run_1/clk_routes.png
Drawn at 2 px/um.
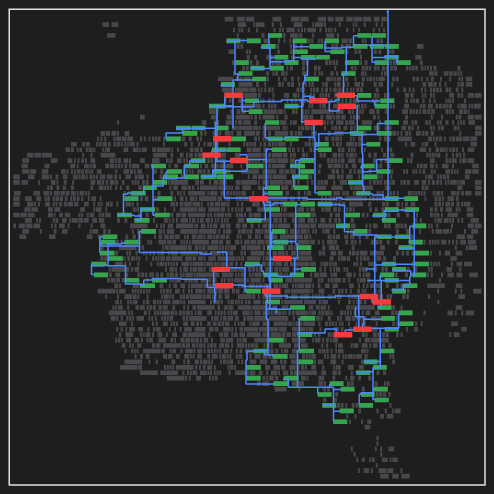
run_1/layer_met2.png
Drawn at 1.5 px/um. Cells faint in the background.
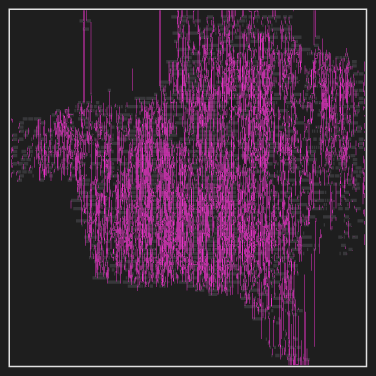
run_1/io_placement.png
Drawn at 1 px/um. Pins as bars across the die edge, other pins in grey.
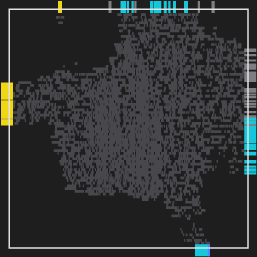
run_1/placement_by_type.png
Drawn at 1.5 px/um. Fill, decap, tap and diode cells in grey.
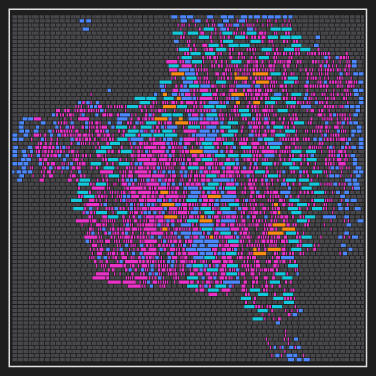
===== src/rtl/div_unit.sv =====
// div_unit: multi-cycle radix-2 restoring divider answering execute's
// divide handshake. Execute holds start_i with operands until ready_o, then
// takes result_o = {remainder, quotient} for HI/LO.
//
// Ports:
//   clk           system clock, rising edge
//   rst           synchronous, active-high reset
//   signed_div_i  1 = signed (DIV), 0 = unsigned (DIVU); sampled at acceptance
//   opdata1_i     dividend, sampled at acceptance
//   opdata2_i     divisor, sampled at acceptance
//   start_i       divide request, held until ready_o is seen
//   annul_i       abort request (only when DIV_ANNUL_EN is defined)
//   result_o      {remainder, quotient}; zero unless ready_o
//   ready_o       result valid
//
// Optional feature macro: DIV_ANNUL_EN adds annul_i, which aborts any
// operation in progress (or a finished one) and blocks acceptance in FREE.
module div_unit #(
  parameter int DATA_W = 32
) (
  input  logic                clk,
  input  logic                rst,
  input  logic                signed_div_i,
  input  logic [DATA_W-1:0]   opdata1_i,
  input  logic [DATA_W-1:0]   opdata2_i,
  input  logic                start_i,
`ifdef DIV_ANNUL_EN
  input  logic                annul_i,
`endif
  output logic [2*DATA_W-1:0] result_o,
  output logic                ready_o
);

  localparam int CNT_W = $clog2(DATA_W + 1);
  localparam logic [CNT_W-1:0] CNT_LAST = CNT_W'(DATA_W);

  typedef enum logic [1:0] {
    FREE    = 2'd0,
    BY_ZERO = 2'd1,
    ON      = 2'd2,
    END     = 2'd3
  } state_t;

  state_t state, state_nx;

  logic                annul;
  logic                accept;
  logic [CNT_W-1:0]    cnt;
  logic [DATA_W-1:0]   rem;
  logic [DATA_W-1:0]   quot;
  logic [DATA_W-1:0]   dvs;
  logic                sign1;
  logic                sign2;
  logic                sgn_op;
  logic [2*DATA_W-1:0] result;
  logic [DATA_W:0]     upper;
  logic                ge;

  // Two's-complement negate when requested; used both for taking operand
  // magnitudes and for restoring result signs.
  function automatic logic [DATA_W-1:0] neg_if(input logic [DATA_W-1:0] x,
                                               input logic neg);
    return neg ? (~x + 1'b1) : x;
  endfunction

`ifdef DIV_ANNUL_EN
  assign annul = annul_i;
`else
  assign annul = 1'b0;
`endif

  assign accept = (state == FREE) && start_i && !annul;

  // Partial remainder after the shift: remainder gains the next dividend bit
  // from the top of the quotient register. One extra bit keeps the compare
  // against the divisor exact.
  assign upper = {rem, quot[DATA_W-1]};
  assign ge    = (upper >= {1'b0, dvs});

  always_ff @(posedge clk) begin
    if (rst) state <= FREE;
    else     state <= state_nx;
  end

  always_comb begin
    state_nx = state;
    case (state)
      FREE:    if (accept) state_nx = (opdata2_i == '0) ? BY_ZERO : ON;
      BY_ZERO: state_nx = END;
      ON:      if (cnt == CNT_LAST) state_nx = END;
      END:     if (!start_i) state_nx = FREE;
      default: state_nx = FREE;
    endcase
    if (annul && state != FREE) state_nx = FREE;
  end

  // Datapath: operand capture at acceptance, one restoring step per cycle in
  // ON, sign fix on the final ON cycle. Remainder follows the dividend's sign.
  always_ff @(posedge clk) begin
    if (rst) begin
      cnt    <= '0;
      rem    <= '0;
      quot   <= '0;
      dvs    <= '0;
      sign1  <= 1'b0;
      sign2  <= 1'b0;
      sgn_op <= 1'b0;
      result <= '0;
    end else begin
      case (state)
        FREE: begin
          if (accept && opdata2_i != '0) begin
            sgn_op <= signed_div_i;
            sign1  <= opdata1_i[DATA_W-1];
            sign2  <= opdata2_i[DATA_W-1];
            quot   <= neg_if(opdata1_i, signed_div_i && opdata1_i[DATA_W-1]);
            dvs    <= neg_if(opdata2_i, signed_div_i && opdata2_i[DATA_W-1]);
            rem    <= '0;
            cnt    <= '0;
          end
          result <= '0;
        end
        ON: begin
          if (cnt != CNT_LAST) begin
            rem  <= ge ? DATA_W'(upper - {1'b0, dvs}) : upper[DATA_W-1:0];
            quot <= {quot[DATA_W-2:0], ge};
            cnt  <= cnt + 1'b1;
          end else begin
            result <= {neg_if(rem, sgn_op && sign1),
                       neg_if(quot, sgn_op && (sign1 ^ sign2))};
          end
        end
        BY_ZERO: result <= '0;
        END:     if (state_nx == FREE) result <= '0;
        default: result <= '0;
      endcase
    end
  end

  assign ready_o  = (state == END);
  assign result_o = ready_o ? result : '0;

endmodule


===== config.mk =====
export PLATFORM = sky130hd
export DESIGN_NAME = div_unit
export DESIGN_NICKNAME = d
export VERILOG_FILES = /design/src/rtl/div_unit.sv
export SDC_FILE = /design/constraint.sdc
export NUM_CORES = 1
export LEC_CHECK = 0
export ABC_AREA = 1
export CAP_MARGIN = 25
export CORE_UTILIZATION = 25
export CTS_CLUSTER_DIAMETER = 50
export DETAILED_ROUTE_END_ITERATION = 6
export GPL_ROUTABILITY_DRIVEN = 0
export SETUP_SLACK_MARGIN = 0.3
export SLEW_MARGIN = 20
export SYNTH_ARGS = -nofsm -noshare
export SYNTH_HDL_FRONTEND = slang
export SYNTH_SLANG_ARGS = --single-unit

===== constraint.sdc =====
create_clock -name clk -period 2.2 [get_ports clk]
set_input_delay 0.22 -clock clk [delete_from_list [all_inputs] [get_ports clk]]
set_output_delay 0.22 -clock clk [all_outputs]
set_load 0.01 [all_outputs]

==> results.txt, run 1 <==
Implementation summary

The run finished, with violations left. The final reports fail on negative setup slack. The timing endpoint of the critical path is rem[13].

The timing report gives the worst reg2reg path a setup slack of -40 ps. The first detailed-routing pass ran for 6 iterations. The average via count per standard cell is between 4 and 5.

In the global route stage, overall resource usage came out at 0.185. The switching power of the nets is 6.11 mW. The setup path with the least slack is of type flop to flop. The cell sitting at the root of the clock tree is a clkbuf_16. The layout stage reports a final design area of between 0.02 and 0.025 sq mm.

The timing report shows that the slowest cell on the worst path is dfxtp_2. The fraction of final cell area spent on clock buffers and inverters in this run is 0.0274. The internal portion of the total power is 8.45 mW. The clock period minus final worst setup slack is between 2000 and 2500 ps. The worst setup path is captured at a flop.

The hold path startpoint is opdata2_i[27]. The clock network latency to the later pin of the worst-skew pair is between 400 and 500 ps. The most frequent cell after synthesis is nand2_1. The number of enable flip-flop cells is 0. The cell depth of the worst flop-to-flop path is 17.

Per the placement log, port buffering inserted 132 buffers. After synthesis, the share of flip-flops with an asynchronous set or reset is 0. The tally of yosys warning messages is 0. The post-detailed-placement half-perimeter wirelength is just under 40,000 um.

For this run, design rule violations remaining after detail routing come to 0. Per the detailed-route log, wirelength across all metal layers totals ~56,000 um. OpenSTA lists the critical path startpoint as dvs[30].

The number of clock sinks is between 150 and 200. After technology mapping, the gate count stands at between 2,000 and 2,500. The signal on the critical path passes through inv_2 > ha_4 > buf_6 > inv_2 > nor2_2 > nand3_2 > nor2_2 > nand2_2 > nand2_2 > nor2_4 > buf_6 > buf_6 > buf_6 > buf_16 > nand3_4 > nand3_2 > a21oi_2. The share of total power dissipated in the clock network is 0.210.

In this run the worst path has a maximum fanout of 8. The stat command in Yosys gives a chip area of between 0.01 and 0.015 sq mm. The total via count in the routed design is 17,100. The kind of cell adding the most delay to the critical path is simple AND/OR/NAND/NOR gates. The critical path contains buffers and inverters numbering 7 combined.

The combinational share of power is 0.541. The via count of the first global-routing pass was roughly 15,000. Per Yosys stat, the portion of area used by sequential elements is 0.248.

The kind of start point of the critical path is a flop. The post-synth design cell area is roughly 0.014 sq mm. The sequential cell area is about 0.0035 sq mm.

The layout report gives the multi-input gate share of total cell area as 0.488. The tool warning count is 29. The most critical min-delay path falls under input port to flop. The layout has 19 clock buffers.

Counting distinct cell types in the post-synthesis netlist gives around 48. Counting tap cells, the placed design contains a total of around 3,300 instances. The endpoint of the worst hold path is reported as dvs[27]. TritonCTS built the clock tree. From left edge to right edge, the die measures 237 um.

The timing-limited maximum frequency is roughly 0.45 GHz. Entering global routing, the biggest net connects around 76 pins. The maximum level of the CTS H-tree is 4. The total area inside the core boundary comes to approximately 0.054 sq mm. The share of the core area taken by cells at floorplan is 0.255. The final core utilization is 0.389.

The clock edge transition at the registers on the reported setup and hold paths is approximately 70 ps. The required time at the worst endpoint is listed as 2560 ps. The most used flip-flop cell after synthesis is dfxtp_1. The period utilization is 1.02.

In the final timing run, aggregate negative setup slack is -161 ps. The final critical-path setup slack is -38.6 ps. The number of non-clock buffers is approximately 430. Between the synthesized netlist and the finished layout, the area growth was recorded as 52.8%. The number of multi-input combinational cells is 1,747.

The hold slack is 355 ps. No sink is reached through more buffers than the 2 on the longest clock path. The total overflow reported by the global router is 0. The fraction of cell area in non-clock buffers is 0.207. The capturing point of the worst reg2reg path is rem[13]. The startpoint of the worst register-to-register path is dvs[30]. The number of routed nets with antenna violations is 0. The cell row count is between 80 and 90.

The yosys stat cell total is around 2,400. The number of tapcells is a little under 700. The area taken by multi-input combinational cells is reported as roughly 0.01 sq mm. The first global-routing pass estimated 83,700 um of wire. Power spread over the standard cell area amounts to approximately 700 mW/mm^2.

The setup violation total in the final timing report is 9. The timing report shows the most common cell along the critical path to be buf_6.
About clk_routes.png:
[blue] clock wires | length: 2,460 um
[green] flip-flops | count: 171
[red] clock drivers | count: 17
routed clock nets: 18

About layer_met2.png:
main direction: vertical
share of all routed wire: 45%
longest straight run: 73.1 um
wire length on this layer: 25.1 mm
nets with wire on the layer: 2,291

About io_placement.png:
| colour | port | pins | direction | edge |
|---|---|---|---|---|
| blue | ready_o | 1 | output | bottom |
| cyan | result_o | 64 | output | 27 right, 23 top, 14 bottom |
| yellow | opdata2_i | 32 | input | 29 left, 3 top |
all pins by edge: 56 right, 32 top, 30 left, 15 bottom

About placement_by_type.png:
| colour | class | cells |
|---|---|---|
| orange | clock drivers and dummy loads | 32 |
| cyan | flops | 171 |
| blue | other buffers and delay cells | 428 |
| magenta | combinational and other logic | 2,130 |

## run 1: tightest hold or removal path: stages
cell and delay [ps]:
dlymetal6s2s_1 140, buf_4 130, inv_1 60, nor2_1 100
o21ai_1 70, inv_1 40
## run 1: power by group through the flow
stage	sequential (mW)	clock, mW	combinational, mW
2_1_floorplan	3.57	0	3.50
3_3_place_gp	3.63	0	5.42
3_5_place_dp	3.63	0	5.42
4_1_cts	3.60	3.09	6.80
5_1_grt	3.65	3.23	8.45
6_report	3.62	3.06	7.88
## run 1: timing repair
item                                    CTS  global route
setup buffers                            45            34
hold endpoints to repair                  0             0
gates cloned                             13             3
gates resized                           330           330
pin swaps                                66           131
endpoints found under the setup margin  177           226
## run 1: logic make-up after synthesis
group / Yosys count / share of synthesized area
AOI/OAI and AO/OA: 445 / 0.170
xor gates and xnor gates: 63 / 0.0399
adders and majority gates: 39 / 0.0358
buffers and inverters: 482 / 0.138
DFF: 171 / 0.248
and+or+nand+nor: 1200 / 0.369
## run 1: routing by layer
layer	track usage	vias to the layer above	routed length (um)
li1	-	8404	-
met1	0.268	7948	25700
met2	0.291	659	25100
met3	0.0202	95	3940
met4	0.0471	0	1180
met5	0	-	0
## run 1: layout by cell type (no fill, tap or decap), types with 23 or more instances in the layout
cell	n
nand2_4	30
o211ai_1	28
inv_1	326
buf_4	227
ha_4	34
dfxtp_1	109
nor2_2	35
inv_2	39
nand3_2	58
dfxtp_2	57
nor2_1	252
a21oi_2	23
buf_12	29
o21ai_1	26
clkdlybuf4s50_1	65
o21ai_0	155
xor2_1	46
a21oi_1	188
nand2_1	445
nand2_2	77
nand3_1	178
nand4_1	28
dlymetal6s2s_1	30
## run 1: registers in the layout (all words and copies together) (netlist names)
signal and count:
cnt 6, dvs 32, quot 32, rem 32
result 64, sgn_op 1, sign1 1, sign2 1
state 2
run_1/clocks.png
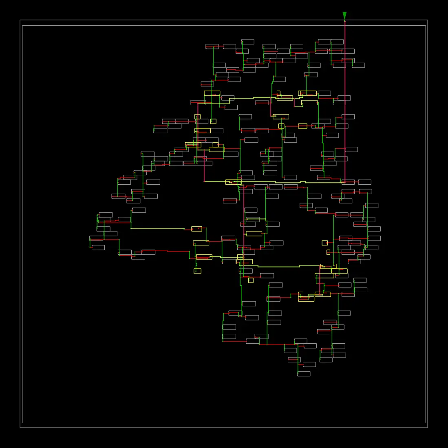

## Run 2: what changed since run 1
--- a/config.mk
+++ b/config.mk
@@ -11,6 +11,7 @@
 export CTS_CLUSTER_DIAMETER = 50
 export DETAILED_ROUTE_END_ITERATION = 6
 export GPL_ROUTABILITY_DRIVEN = 0
+export HOLD_SLACK_MARGIN = 0.06
 export SETUP_SLACK_MARGIN = 0.3
 export SLEW_MARGIN = 20
 export SYNTH_ARGS = -nofsm -noshare
==> constraint.sdc (replaced) <==
create_clock -name clk -period 2.65 [get_ports clk]
set_input_delay 0.265 -clock clk [delete_from_list [all_inputs] [get_ports clk]]
set_output_delay 0.265 -clock clk [all_outputs]
set_load 0.01 [all_outputs]
run_2/clocks.png
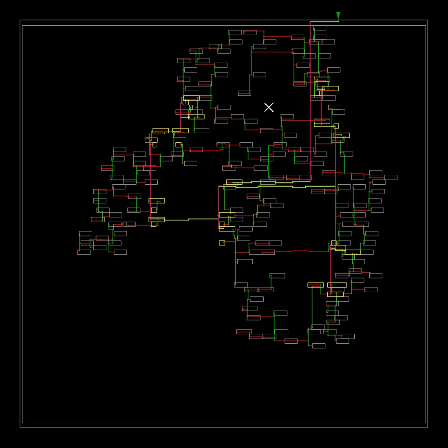
Layout Skew: 15.2 ps
FF+latch count: 171
TritonCTS sink count: 171
clock group total power: 2.44 mW

run_2/layer_met2.png
Drawn at 1.5 px/um. Cells faint in the background.
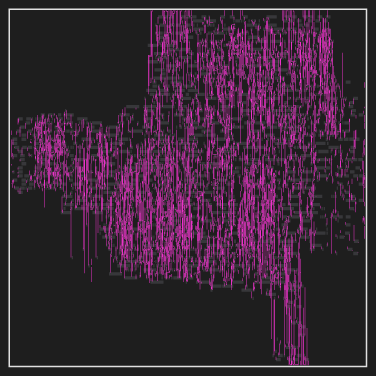
global routing usage on met2: 0.249
DRT Wirelength: 49,100 um
Via Count: 15,500

run_2/placement_by_type.png
Drawn at 1.5 px/um. Fill, decap, tap and diode cells in grey.
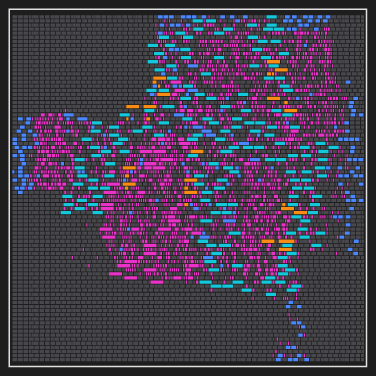
| colour | class | cells |
|---|---|---|
| orange | clock drivers and dummy loads | 30 |
| magenta | combinational and other logic | 2,130 |
| cyan | flops | 171 |
| blue | other buffers and delay cells | 198 |

==> results.txt, run 2 <==
Implementation summary

The flow ran to the end, but the final reports show violations. The checks that failed: design-rule violations. The root buffer selected by CTS is clkbuf_16.

The mux share of post-synthesis cell area is 0 (unchanged). The power density over the cells is 570 mW/mm^2 (-17%). The tool warning count is 29 (unchanged).

Per the detail_route report, routed wire per instance is 15.2 um. The count of hold buffers inserted by post-cts repair is 0. The clock edge transition at the registers on the reported setup and hold paths is 70 ps (about the same). Per the timing report, the achievable frequency comes out to 0.444 GHz. The yosys stat cell total is 2,400 (unchanged).

At the placement stage, the worst setup path has a slack of 50.2 ps. The post-synth design cell area is 0.0138 sq mm (unchanged). The number of input and output port buffers inserted is 132 (unchanged). The post-synthesis cell count was 2,400 (unchanged). For this run the top cell type by instance count after synthesis was nand2_1. VDD sags by at most 512 uV.

The number of buffers and inverters on the critical path is 2 (-5). The clock network latency to the later pin of the worst-skew pair is 450 ps (about the same). The critical path data arrival time is around 2000 ps. The flip-flop count of the largest register, all copies and words added is 64 (unchanged). The met1 layer wirelength in the final routing is 24,900 um (-3.1%). The average via count per standard cell is 4.81 (-2.7%).

The maximum level of the CTS H-tree is 4 (unchanged). The endpoint required time on the critical path is 2380 ps (-180 ps). The overall chip area is 0.0562 sq mm. The cell sequence reported for the critical path is nand2_8 > buf_12 > nor2_1 > clkdlybuf4s50_1.

The buffer levels on the longest clock path is 2 (unchanged). The proportion of synthesized chip area in sequential cells came to 0.248 (unchanged). TritonCTS created 17 clock buffers. The kind of start point of the critical path is a flop. The total number of nets in the final design is roughly 2,600. The number of nets at floorplan is ~2,500. For this design the top-level I/O count stands at 133. The synthesized-area fraction occupied by ao, oa, aoi and oai cells came to 0.170 (unchanged). The actual slew at the worst max-slew pin is 703 ps. Note that the worst hold path type here is input port to flop.

The peak fanout along the critical path is 44 (+36). Among all stages on the critical path, the maximum delay recorded is a little under 600 ps. The post-detailed-placement half-perimeter wirelength is 38,500 um (-3.0%). Per the synth stats, the flop cell with the highest instance count is dfxtp_1.

The length of routed met3 wiring is 2880 um (-27%). The tally of max-capacitance violations is 0. The average footprint of a synthesized cell is around 5.8 sq um. The number of enable flip-flop cells is 0 (unchanged). The setup violation total in the final timing report is 0 (-9).

The total count of max-transition violations in the final report is 0. The highest routing layer actually used is met4. From synthesis to final layout, the design area changed by 24.8%. The cell family contributing the most delay on the critical path is buffers and inverters.

By count the netlist is led by 550 x nand2_1, 368 x inv_1, 301 x nor2_1. The start-to-end type of the worst setup path is flop to primary output. The via count of the first global-routing pass is 13,600 (-12%). The total overflow reported by the global router is 0 (unchanged). The total negative setup slack came to 0 ps (+161 ps).

The simple-gate area share of the yosys netlist is 0.369 (unchanged). The length of the first detailed-routing pass in iterations came to 7 (+1). The worst slew margin relative to its limit is 0.531. The type of element capturing the critical path is a primary output.

The detailed route wirelength on metal2 is 20,700 um (-18%). The top cell type in the final layout, fill and taps aside, is nand2_1. The main area contributors are dfxtp_1 25%, nand2_1 15%, inv_1 10%. The clock period minus final worst setup slack is about 2300 ps. The number of distinct library cell variants in the gate-level netlist after synthesis is 48 (unchanged). The cell row count is 85 (unchanged). By instance count after routing, the leading logic cell types are 537 x nand2_1, 364 x inv_1, 291 x nor2_1. The starting DRC count in detailed routing is 1,415. The hold slack is 445 ps (+89.7 ps). The synthesis-stage register bit count is roughly 170. The initial antenna violation count is 0. The largest net degree at the start of global routing is 72 (-5.3%). The width of the die is 237 um (unchanged).

The area reported by Yosys stat is 0.0138 sq mm (unchanged). The fraction of synthesis flops using an asynchronous set or reset pin came to 0 (unchanged). The DRC violation count after routing is 5 (+5). The placeable core region is 0.0542 sq mm (unchanged). The tally of yosys warning messages is 0 (unchanged). The final antenna diode tally reported by the flow is 0.

The aggregate global-route resource usage is 0.170 (-0.0158). The main logic family after synthesis is simple AND/OR/NAND/NOR gates. The floorplan core density is 0.255 (unchanged). The period utilization is 0.850. The final critical-path setup slack was 397 ps (+435 ps). The most flop-heavy register is result.

The global-route wire length before repair was 76,300 um (-8.9%). TritonCTS built the clock tree. The leakage power in the latest report is 7.53 nW. In the final layout, the share of cells above drive strength 1 is 0.0854. The filler cell count is around 6,100. The combinational cell area excluding buffers and inverters was 0.00894 sq mm (-13%). The number of routed nets with antenna violations is 0 (unchanged).

The y dimension of the die is 237 um. The share of synthesized area in the top cell type comes to 0.248. Setup repair after global routing could not meet its margin everywhere. The adder-cell area share of the yosys netlist is 0.0358 (unchanged). The highest-delay cell along the critical path is clkdlybuf4s50_1. For reference, the final report shows the hold violation count at 0. The sequential cell area came to 0.00347 sq mm (-1.2%).

The cell taking the most area after synthesis is dfxtp_1. The synthesized-area fraction occupied by xor and xnor cells is 0.0399 (unchanged). The final core utilization is 0.318 (-0.0714).
==> run 2: cell families after synthesis <==
family                     count (synthesis)
DFF                                      171
buffers and inverters                    482
xor gates and xnor gates                  63
adders and majority gates                 39
AOI/OAI and AO/OA                        445
and+or+nand+nor                         1200
==> run 2: worst reg2reg max path, stage by stage (launching register included) <==
cell and delay [ps]:
dfxtp_1 330, inv_1 50, ha_1 310, buf_4 170
nand2_2 90, nor2_2 60, nand2_1 70, nor2_1 40
nand2_1 110, nand2_2 80, nor2_4 220, buf_4 170
clkbuf_16 160, nand3_1 100, nand3_1 90, a21oi_1 60
==> run 2: path summary, 6_finish.rpt <==
kind              cells after the start      start            to  slack (ps)
setup / recovery                      4   state[1]  result_o[57]         400
hold / removal                        4        rst    result[19]         440
setup reg to reg                     15    dvs[11]       rem[19]         400
hold reg to reg                       2  result[3]     result[3]         460
==> run 2: area by class of cell <==
type / instances / area share
clock buffer: 17 / 0.0247
clock inverter: 13 / 0.00696
inverter: 383 / 0.0833
multi-input combinational: 1747 / 0.518
sequential: 171 / 0.201
tap: 696 / 0.0505
timing repair buffer: 198 / 0.115
==> run 2: per-stage QoR <==
stage                     power, mW  instances  cell area, sq um
after floorplan                5.85       2400             13800
after global placement         7.09       3190             16200
after detailed placement       7.08       3190             16200
after CTS                      9.57       3220             16800
after global routing           10.5       3225             17300
final                          9.83       3225             17300
==> run 2: timing repair <==
item,in CTS,in global routing
resized,23,86
gates cloned,0,1
setup buffers,0,4
pin swaps,0,6
endpoints found under the setup margin,77,69
==> run 2: power by group <==
group	switching, mW	internal, mW
clock network	1.14	1.29
logic	2.76	1.62
registers	0.223	2.79
==> run 2: routing by layer <==
metal	GRT usage	vias to the layer above
met4	0.0370	0
met2	0.249	488
met3	0.0183	39
met1	0.261	7062
met5	0	-
li1	-	7933
run_2/io_placement.png
Drawn at 1 px/um. Pins as bars across the die edge, other pins in grey.
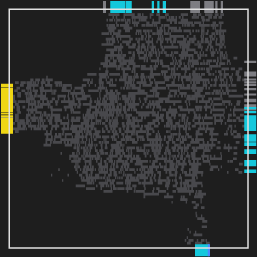

## Run 3: what changed since run 2
--- a/config.mk
+++ b/config.mk
@@ -6,13 +6,13 @@
 export NUM_CORES = 1
 export LEC_CHECK = 0
 export ABC_AREA = 1
-export CAP_MARGIN = 25
+export CAP_MARGIN = 10
 export CORE_UTILIZATION = 25
 export CTS_CLUSTER_DIAMETER = 50
 export DETAILED_ROUTE_END_ITERATION = 6
 export GPL_ROUTABILITY_DRIVEN = 0
 export HOLD_SLACK_MARGIN = 0.06
-export SETUP_SLACK_MARGIN = 0.3
+export SETUP_SLACK_MARGIN = 0.5
 export SLEW_MARGIN = 20
 export SYNTH_ARGS = -nofsm -noshare
 export SYNTH_HDL_FRONTEND = slang
run_3/io_placement.png
Drawn at 1 px/um. Pins as bars across the die edge, other pins in grey.
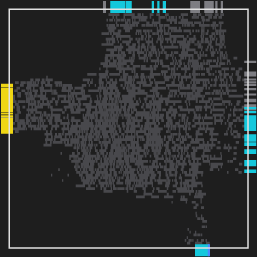
| colour | port | pins | direction | edge |
|---|---|---|---|---|
| yellow | opdata2_i | 32 | input | left |
| blue | ready_o | 1 | output | bottom |
| cyan | result_o | 64 | output | 29 right, 21 top, 14 bottom |

run_3/clocks.png
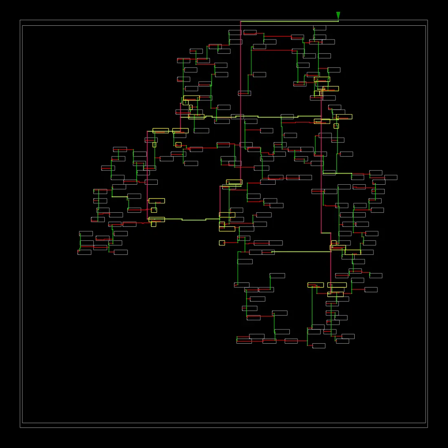
clock group total power: 2.45 mW
number of clock buffers inserted by TritonCTS: 17
Layout Skew: 19.6 ps
clock latency at the later pin of the worst-skew pair: 460 ps

run_3/layer_met2.png
Drawn at 1.5 px/um. Cells faint in the background.
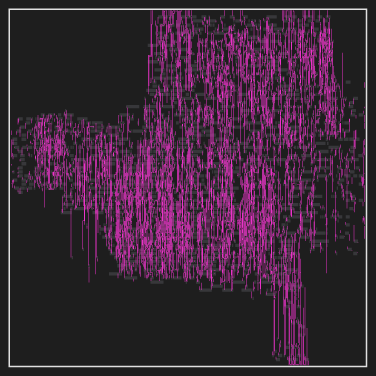
main direction: vertical
wire length on this layer: 22.4 mm
nets with wire on the layer: 2,082

==> results.txt, run 3 <==
Implementation summary

The run finished with clean final reports. The cell depth of the worst flop-to-flop path came to 15 (unchanged). In the synthesized netlist, the cells that appear most often are 550 x nand2_1, 368 x inv_1, 301 x nor2_1. The power density over the cells was 573 mW/mm^2 (+0.66%). Among the non-sequential cells, simple AND/OR/NAND/NOR gates take the most area. The power of the sequential group is 3.01 mW (about the same). The yosys stat cell total is 2,400 (unchanged). The final design instance area without fill is 0.0186 sq mm (+7.8%). The total cell area at the placement stage is 0.0162 sq mm (unchanged). The combinational power came to 5.20 mW (+19%). The tool warning count is 29 (unchanged).

The worst IR drop on VDD is 538 uV (+5.1%). The count of hold buffers inserted by post-cts repair was 0 (unchanged). The routed length per placed instance was 15.7 um (+3.1%). In this run the critical register-to-register path is launched from rem[10].

The number of distinct library cell variants in the gate-level netlist after synthesis is 48 (unchanged). The synthesized-area fraction occupied by xor and xnor cells is 0.0399 (unchanged). The width of the die is 237 um (unchanged). The simple-gate area share of the yosys netlist was 0.369 (unchanged). The antenna diode count is 0 (unchanged). The flip-flop count of the largest register, all copies and words added is 64 (unchanged). The adder-cell area share of the yosys netlist is 0.0358 (unchanged). The total overflow reported by the global router is 0 (unchanged).

The cell row count is 85 (unchanged). Of all power groups, the one with the highest power is combinational logic. The via count of the first global-routing pass is 13,800 (+1.5%). The post-synthesis to final-layout area growth is 34.5%. The length of the first detailed-routing pass in iterations came to 6 (-1).

The placeable core region was 0.0542 sq mm (unchanged). The clock edge transition at the registers on the reported setup and hold paths was 70 ps (about the same). The kind of start point of the critical path is a flop.

The leakage dissipation is 8.31 nW (+10%). The y dimension of the die is 237 um (unchanged). In this run the worst hold path is classified as input port to flop. The average footprint of a synthesized cell is 5.76 sq um (unchanged). The clock power share is 0.229 (-0.019). The area share of the largest cell type after synthesis is 0.248 (unchanged). The mux share of post-synthesis cell area is 0 (unchanged). The number of standard cells in the final layout excluding fillers came to 3,288 (+2.0%).

The starting DRC count in detailed routing came to 1,532 (+8.3%). The most frequent cell after synthesis is nand2_1. The number of nets at floorplan came to 2,507 (unchanged). The TritonCTS clock tree is yes.

The most frequent logic cell in the layout is nand2_1. The hold slack came to 444 ps (-1.12 ps). The number of clock sinks is 171 (unchanged). Setup repair after global routing could not meet its margin everywhere. The initial antenna violation count is 0 (unchanged). The final core utilization is 0.343 (+0.0247). Ranking logic cells in the layout by count gives the top entries 471 x nand2_1, 332 x inv_1, 283 x nor2_1. The combinational share of power is 0.488 (+0.042). The total via count in the routed design is 16,000 (+2.9%). The internal power of the cells came to 6.16 mW (+8.1%). The post-synth design cell area came to 0.0138 sq mm (unchanged). STA classifies the critical path endpoint as a flop. The switching power of the nets is 4.50 mW (+8.9%). The end point of the most critical hold path is result[19]. Among all flip-flop cells after synthesis, the most frequent one is dfxtp_1. The most flop-heavy register is result.

The buffer levels on the longest clock path is 2 (unchanged). The proportion of synthesized chip area in sequential cells is 0.248 (unchanged). The post-synthesis cell count came to 2,400 (unchanged).

The worst slew margin relative to its limit is 0.501 (-0.0301). The number of placed cells counting well taps is 3,190 (unchanged). The launch point of the worst min-delay path is recorded as rst. The actual slew at the worst max-slew pin is 749 ps (+45.2 ps). The post-detailed-placement half-perimeter wirelength is 38,500 um (unchanged). The total number of nets in the final design is 2,688 (+2.4%). The number of enable flip-flop cells is 0 (unchanged).

The worst hold path cell count came to 4 (unchanged). The area reported by Yosys stat is 0.0138 sq mm (unchanged). The root buffer selected by CTS is clkbuf_16. The number of input and output port buffers inserted is 132 (unchanged). Ranked by total cell area, the synthesized netlist is headed by dfxtp_1 25%, nand2_1 15%, inv_1 10%. The tally of max-capacitance violations came to 0 (unchanged). The critical path data arrival time came to 2510 ps (+520 ps). The number of routed nets with antenna violations came to 0 (unchanged). The total detailed-routing wirelength is 51,500 um (+5.1%).

The fraction of synthesis flops using an asynchronous set or reset pin was 0 (unchanged). The largest net degree at the start of global routing is 72 (unchanged). The final critical-path setup slack is 445 ps (+48.0 ps). The number of ports placed on the die boundary is 133 (unchanged). The floorplan core density is 0.255 (unchanged). The share of cells above drive strength 1 was 0.177 (+0.0913). The DRC violation count after routing is 0 (-5). In this run the critical register-to-register path is captured at rem[28].

The setup violation total in the final timing report is 0 (unchanged). The share of total power in sequential cells is 0.283 (-0.023). The fraction of power spent switching nets is 0.422 (+0.00179).

The period utilization came to 0.832 (-0.0181). The peak fanout along the critical path was 7 (-84%). The global-route wire length before repair is 77,600 um (+1.8%).

The clock period minus final worst setup slack came to 2210 ps (-48.0 ps). The tally of yosys warning messages is 0 (unchanged). The total negative setup slack came to 0 ps (unchanged). The timing-limited maximum frequency is 0.453 GHz (+2.2%). The final total power is 10.7 mW (+8.5%). The endpoint required time on the critical path is 2950 ps (+570 ps).

The synthesized-area fraction occupied by ao, oa, aoi and oai cells was 0.170 (unchanged). The aggregate global-route resource usage is 0.173 (+0.00337). The setup slack of the most critical reg-to-reg path is 440 ps (+50 ps).

The average via count per standard cell was 4.86 (+0.89%). The start-to-end type of the worst setup path is flop to flop. The maximum level of the CTS H-tree is 4 (unchanged).

The largest total area in the synthesized netlist belongs to dfxtp_1. The final tally of hold violations came to 0 (unchanged). The synthesis-stage register bit count is 171 (unchanged). The total count of max-transition violations in the final report is 0 (unchanged). The overall chip area is 0.0562 sq mm (unchanged). The worst setup timing slack at the placement stage came to 50.2 ps (unchanged).
## run 3: what timing repair did
| action | in CTS | in global routing |
|---|---|---|
| endpoints found under the setup margin | 101 | 71 |
| resized | 121 | 270 |
| pin swaps | 7 | 102 |
| gates cloned | 2 | 8 |
| setup buffers | 6 | 52 |
## run 3: metal layers
| layer | wire length (um) | vias to the layer above | GRT usage |
|---|---|---|---|
| met1 | 24900 | 7324 | 0.264 |
| li1 | - | 8070 | - |
| met5 | 0 | - | 0 |
| met2 | 22400 | 518 | 0.259 |
| met3 | 3380 | 54 | 0.0186 |
| met4 | 879 | 0 | 0.0344 |
## run 3: cells by family after synthesis
logic type               Yosys count
AND/OR/NAND/NOR                 1200
XOR/XNOR                          63
AND-OR/OR-AND                    445
adder cells (fa/ha/maj)           39
buffers and inverters            482
flip-flops                       171
## run 3: how the worst max path moves through the flow
stage             start  endpoint  slack (ps)  cells past startpoint
2_1_floorplan  quot[31]   rem[28]         690                     16
3_3_place_gp    start_i    dvs[0]           8                      8
3_5_place_dp    start_i    dvs[0]          50                      8
4_1_cts         dvs[21]   rem[27]         470                     15
5_1_grt         dvs[11]    rem[0]         380                     17
6_report        rem[10]   rem[28]         440                     15
## run 3: worst max-delay path, cell delays in order, from the launching register on
cell	delay (ps)
dfxtp_4	370
ha_4	290
buf_6	110
nand2_4	60
nor2_4	100
nand2_1	60
nor2_1	120
nand2_1	110
nand2_2	110
nor2_4	60
buf_12	120
nand2_8	120
buf_12	120
nand3_1	130
nand2_1	100
a21oi_1	60
## run 3: cell type report
type                            count  area, sq um
Inverter                          383         1450
Fill cell                        5933        35700
Clock inverter                     13          120
Timing Repair Buffer              260         2600
Sequential cell                   171         3540
Clock buffer                       17          425
Tap cell                          696          871
Multi-Input combinational cell   1748         9580
No activity file was given, so power comes from the tool's default toggle rates.
